[src/rtl/eth_tx_pkt_arbiter.sv]
// Frame-granular fixed-priority (ARP > ICMP > UDP) arbiter onto the 64-bit MAC TX AXI-Stream.
// Define TX_ARB_FAIR_EN to add the UDP starvation guard bounded by FAIR_LIMIT.
module eth_tx_pkt_arbiter #(
    parameter int FAIR_LIMIT = 4
) (
    input  logic        tx_axis_aclk,
    input  logic        tx_axis_aresetn,
    input  logic [63:0] arp_axis_tdata,
    input  logic [7:0]  arp_axis_tkeep,
    input  logic        arp_axis_tvalid,
    input  logic        arp_axis_tlast,
    output logic        arp_axis_tready,
    input  logic [63:0] icmp_axis_tdata,
    input  logic [7:0]  icmp_axis_tkeep,
    input  logic        icmp_axis_tvalid,
    input  logic        icmp_axis_tlast,
    output logic        icmp_axis_tready,
    input  logic [63:0] udp_axis_tdata,
    input  logic [7:0]  udp_axis_tkeep,
    input  logic        udp_axis_tvalid,
    input  logic        udp_axis_tlast,
    output logic        udp_axis_tready,
    output logic [63:0] mac_tx_axis_tdata,
    output logic [7:0]  mac_tx_axis_tkeep,
    output logic        mac_tx_axis_tvalid,
    output logic        mac_tx_axis_tlast,
    input  logic        mac_tx_axis_tready,
    output logic [2:0]  arb_grant,
    output logic        arb_busy,
    output logic [15:0] arp_pkt_cnt,
    output logic [15:0] icmp_pkt_cnt,
    output logic [15:0] udp_pkt_cnt
);
    typedef enum logic {ST_IDLE, ST_BUSY} state_t;

    state_t      r_state, w_state_nxt;
    logic [2:0]  r_grant, w_grant_nxt;
    logic [2:0]  w_vld, w_last, w_win;
    logic        w_own_vld, w_own_last, w_eof;
    logic [15:0] r_arp_cnt, r_icmp_cnt, r_udp_cnt;

    // Out-of-range limits leave this marker block in the elaborated hierarchy.
    if (FAIR_LIMIT < 1 || FAIR_LIMIT > 15) begin : g_fair_limit_out_of_range
    end

    assign w_vld      = {udp_axis_tvalid, icmp_axis_tvalid, arp_axis_tvalid};
    assign w_last     = {udp_axis_tlast, icmp_axis_tlast, arp_axis_tlast};
    assign w_own_vld  = |(r_grant & w_vld);
    assign w_own_last = |(r_grant & w_last);
    assign w_eof      = (r_state == ST_BUSY) & w_own_vld & w_own_last & mac_tx_axis_tready;

`ifdef TX_ARB_FAIR_EN
    localparam logic [3:0] LP_FAIR_LIMIT = 4'(FAIR_LIMIT);
    logic [3:0] r_fair_cnt;

    always_comb begin
        w_win = 3'b000;
        if (w_vld[2] && r_fair_cnt >= LP_FAIR_LIMIT) w_win = 3'b100;
        else if (w_vld[0])                           w_win = 3'b001;
        else if (w_vld[1])                           w_win = 3'b010;
        else if (w_vld[2])                           w_win = 3'b100;
    end

    // Counts consecutive ARP/ICMP wins that bypassed a waiting UDP frame.
    always_ff @(posedge tx_axis_aclk or negedge tx_axis_aresetn) begin
        if (!tx_axis_aresetn) begin
            r_fair_cnt <= 4'd0;
        end else if (r_state == ST_IDLE && |w_vld) begin
            if (w_win[2] || !w_vld[2]) r_fair_cnt <= 4'd0;
            else if (r_fair_cnt != 4'hF) r_fair_cnt <= r_fair_cnt + 4'd1;
        end
    end
`else
    always_comb begin
        w_win = 3'b000;
        if (w_vld[0])      w_win = 3'b001;
        else if (w_vld[1]) w_win = 3'b010;
        else if (w_vld[2]) w_win = 3'b100;
    end
`endif

    always_ff @(posedge tx_axis_aclk or negedge tx_axis_aresetn) begin
        if (!tx_axis_aresetn) begin
            r_state <= ST_IDLE;
            r_grant <= 3'b000;
        end else begin
            r_state <= w_state_nxt;
            r_grant <= w_grant_nxt;
        end
    end

    always_comb begin
        w_state_nxt = r_state;
        w_grant_nxt = r_grant;
        case (r_state)
            ST_IDLE: begin
                if (|w_vld) begin
                    w_state_nxt = ST_BUSY;
                    w_grant_nxt = w_win;
                end
            end
            ST_BUSY: begin
                if (w_eof) begin
                    w_state_nxt = ST_IDLE;
                    w_grant_nxt = 3'b000;
                end
            end
            default: begin
                w_state_nxt = ST_IDLE;
                w_grant_nxt = 3'b000;
            end
        endcase
    end

    // Zero-latency mux; a cleared grant forces all-zero outputs while idle.
    always_comb begin
        mac_tx_axis_tdata  = 64'd0;
        mac_tx_axis_tkeep  = 8'd0;
        mac_tx_axis_tvalid = 1'b0;
        mac_tx_axis_tlast  = 1'b0;
        case (r_grant)
            3'b001: begin
                mac_tx_axis_tdata  = arp_axis_tdata;
                mac_tx_axis_tkeep  = arp_axis_tkeep;
                mac_tx_axis_tvalid = arp_axis_tvalid;
                mac_tx_axis_tlast  = arp_axis_tlast;
            end
            3'b010: begin
                mac_tx_axis_tdata  = icmp_axis_tdata;
                mac_tx_axis_tkeep  = icmp_axis_tkeep;
                mac_tx_axis_tvalid = icmp_axis_tvalid;
                mac_tx_axis_tlast  = icmp_axis_tlast;
            end
            3'b100: begin
                mac_tx_axis_tdata  = udp_axis_tdata;
                mac_tx_axis_tkeep  = udp_axis_tkeep;
                mac_tx_axis_tvalid = udp_axis_tvalid;
                mac_tx_axis_tlast  = udp_axis_tlast;
            end
            default: ;
        endcase
    end

    assign arp_axis_tready  = r_grant[0] & mac_tx_axis_tready;
    assign icmp_axis_tready = r_grant[1] & mac_tx_axis_tready;
    assign udp_axis_tready  = r_grant[2] & mac_tx_axis_tready;

    always_ff @(posedge tx_axis_aclk or negedge tx_axis_aresetn) begin
        if (!tx_axis_aresetn) begin
            r_arp_cnt  <= 16'd0;
            r_icmp_cnt <= 16'd0;
            r_udp_cnt  <= 16'd0;
        end else if (w_eof) begin
            if (r_grant[0]) r_arp_cnt  <= r_arp_cnt + 16'd1;
            if (r_grant[1]) r_icmp_cnt <= r_icmp_cnt + 16'd1;
            if (r_grant[2]) r_udp_cnt  <= r_udp_cnt + 16'd1;
        end
    end

    assign arb_grant    = r_grant;
    assign arb_busy     = (r_state == ST_BUSY);
    assign arp_pkt_cnt  = r_arp_cnt;
    assign icmp_pkt_cnt = r_icmp_cnt;
    assign udp_pkt_cnt  = r_udp_cnt;
endmodule

[config.mk]
export PLATFORM = sky130hd
export DESIGN_NAME = eth_tx_pkt_arbiter
export DESIGN_NICKNAME = d
export VERILOG_FILES = /design/src/rtl/eth_tx_pkt_arbiter.sv
export SDC_FILE = /design/constraint.sdc
export NUM_CORES = 1
export LEC_CHECK = 0
export ABC_AREA = 1
export CAP_MARGIN = 20
export CORE_AREA = 4 4 137 139
export DETAILED_ROUTE_END_ITERATION = 6
export DIE_AREA = 0 0 141 143
export GPL_TIMING_DRIVEN = 0
export HOLD_SLACK_MARGIN = 0.03
export PLACE_DENSITY = 0.77
export SLEW_MARGIN = 10
export SYNTH_ARGS = -nofsm -noshare
export SYNTH_HDL_FRONTEND = slang
export SYNTH_SLANG_ARGS = --single-unit
[constraint.sdc]
create_clock -name tx_axis_aclk -period 1.94 [get_ports tx_axis_aclk]
set_input_delay 0.388 -clock tx_axis_aclk [delete_from_list [all_inputs] [get_ports tx_axis_aclk]]
set_output_delay 0.388 -clock tx_axis_aclk [all_outputs]
set_load 0.05 [all_outputs]
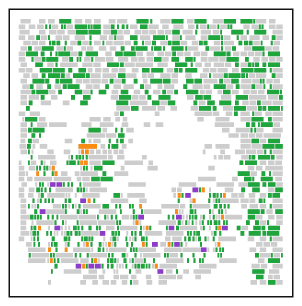
Fig. 1. Logic cells by family.
Drawn at 2 px/um.
| family | colour | cells |
|---|---|---|
| XOR/XNOR gates | purple | 19 |
| inverting AOI/OAI gates | orange | 31 |
| NAND gates | green | 545 |
most common logic cell in the routed design: nand2_1
fin cells: 1,426
logic share of the area: 38.72%

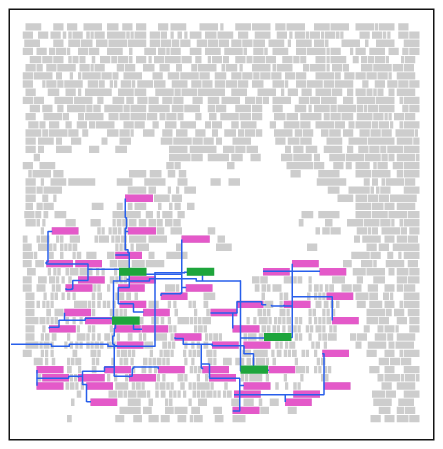
Fig. 2. Clock distribution.
Drawn at 3 px/um.
[clock wires] blue | length: 701 um
[cells driving clock nets] green | count: 5
[flip-flops] magenta | count: 52
routed clock nets: 6

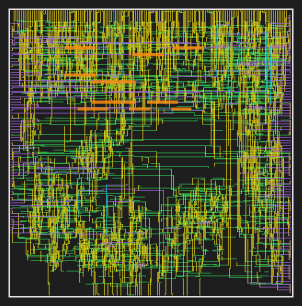
Fig. 3. Metal layers overlaid.
Drawn at 2 px/um.
| layer | colour | wire length |
|---|---|---|
| met5 | orange | 141 um |
| met1 | green | 11,200 um |
| met3 | purple | 2,770 um |
| met2 | yellow | 13,500 um |
| met4 | cyan | 394 um |

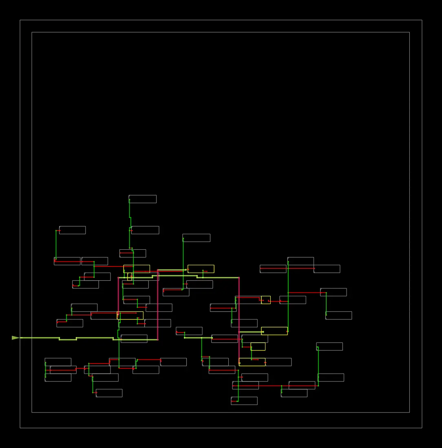
Fig. 4. The clock network.
clk latency late pin: 0.29 ns
flop count: 52
Clock Sinks: 52
TritonCTS buffer count: 5

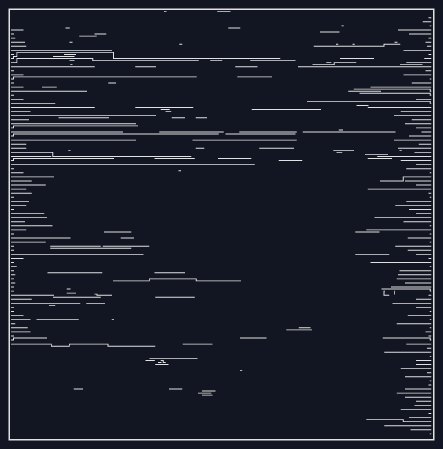
Fig. 5. Signal wires on met3.
Drawn at 3 px/um.
main direction: horizontal
longest straight run: 81.0 um
nets with wire on the layer: 248
wire length on this layer: 2,770 um
share of all routed wire: 9.9%

## registers in the layout (all words and copies together), names as in the netlist
name,cells
arb_busy,1
udp_pkt_cnt,16
arp_pkt_cnt,16
arb_grant,3
icmp_pkt_cnt,16
## cell type report
type,count,area [um2]
Timing Repair Buffer,390,4352
Clock buffer,7,142.6
Antenna cell,3,7.507
Inverter,51,230.2
Multi-Input combinational cell,647,4328
Buffer,44,501.7
Tap cell,229,286.5
Clock inverter,1,8.758
Timing Repair inverter,2,15.01
Fill cell,1456,6480
Sequential cell,52,1305
## synthesized netlist by cell type
cell type  number  area share [%]
o21ai_0        23             2.4
buf_6           2            0.47
buf_1           6            0.47
xnor2_1         7             1.3
o221ai_1        1            0.18
inv_1          49             3.9
nor2_4          2            0.47
nand2_1       345              27
buf_4           4            0.63
clkbuf_1       10            0.79
o22ai_1         2            0.26
nand3_4         1            0.37
nor2_1         46             3.6
dfrtp_1        52              27
nand3_1       102              11
buf_2          25             2.6
inv_2           2            0.16
xor2_1         12             2.2
nor2_2          1            0.13
ha_1            3            0.79
nand4_2         2            0.53
nand3_2         4            0.84
nand4_1        91              12
o21ai_1         5            0.53
## cells by family (layout without fill, tap and decap cells)
group | after synthesis | count (layout) | synth area share, %
flip-flops | 52 | 52 | 27.37
XOR/XNOR | 19 | 19 | 3.500
other | 0 | 3 | 0
adder cells (fa/ha/maj) | 3 | 3 | 0.7896
AND-OR/OR-AND | 31 | 31 | 3.395
buffers and inverters | 98 | 495 | 9.026
AND/OR/NAND/NOR | 594 | 594 | 55.92
## repair_timing
action	in CTS	in global routing
gates cloned	3	8
resized	642	249
setup endpoints to repair	114	89
setup buffers	13	14
pin swaps	3	34
==> impl_metrics.toml <==
# implementation run metrics
[grt]
antenna_found_initial = 13
grt_use_met2_pct = 41.00

[drt]
vias = 7277
dr.pass1.iters = 5
wl_met3_um = 2774

[timing]
setup_viol = 74
finalSetupTns_ns = -13.30
hold_slack_ns = 0.09761
worst_slack_ns = -0.2696
max_freq_mhz = 452.6

[worst_setup_path]
cp_top_family = "buffers and inverters"
max_stage_delay_ns = 0.40
ff2ff_path_depth = 8
endpoint = "mac_tx_axis_tdata[19]"

[pwr]
top_power_group = "combinational cells"
leakagePower_nw = 5.414

[status]
outcome = "complete, but fails checks"
violations = "setup timing"

[finish]
layout-drive-gt1-share_pct = 27.47
fin_nets = 1421

[place]
place.port_buffers = 353

[synth]
ys.flops = 52

[clock_network]
postCtsHoldBufs = 0
root_buffer = "clkbuf_16"

[floorplan]
chipHeight_um = 143
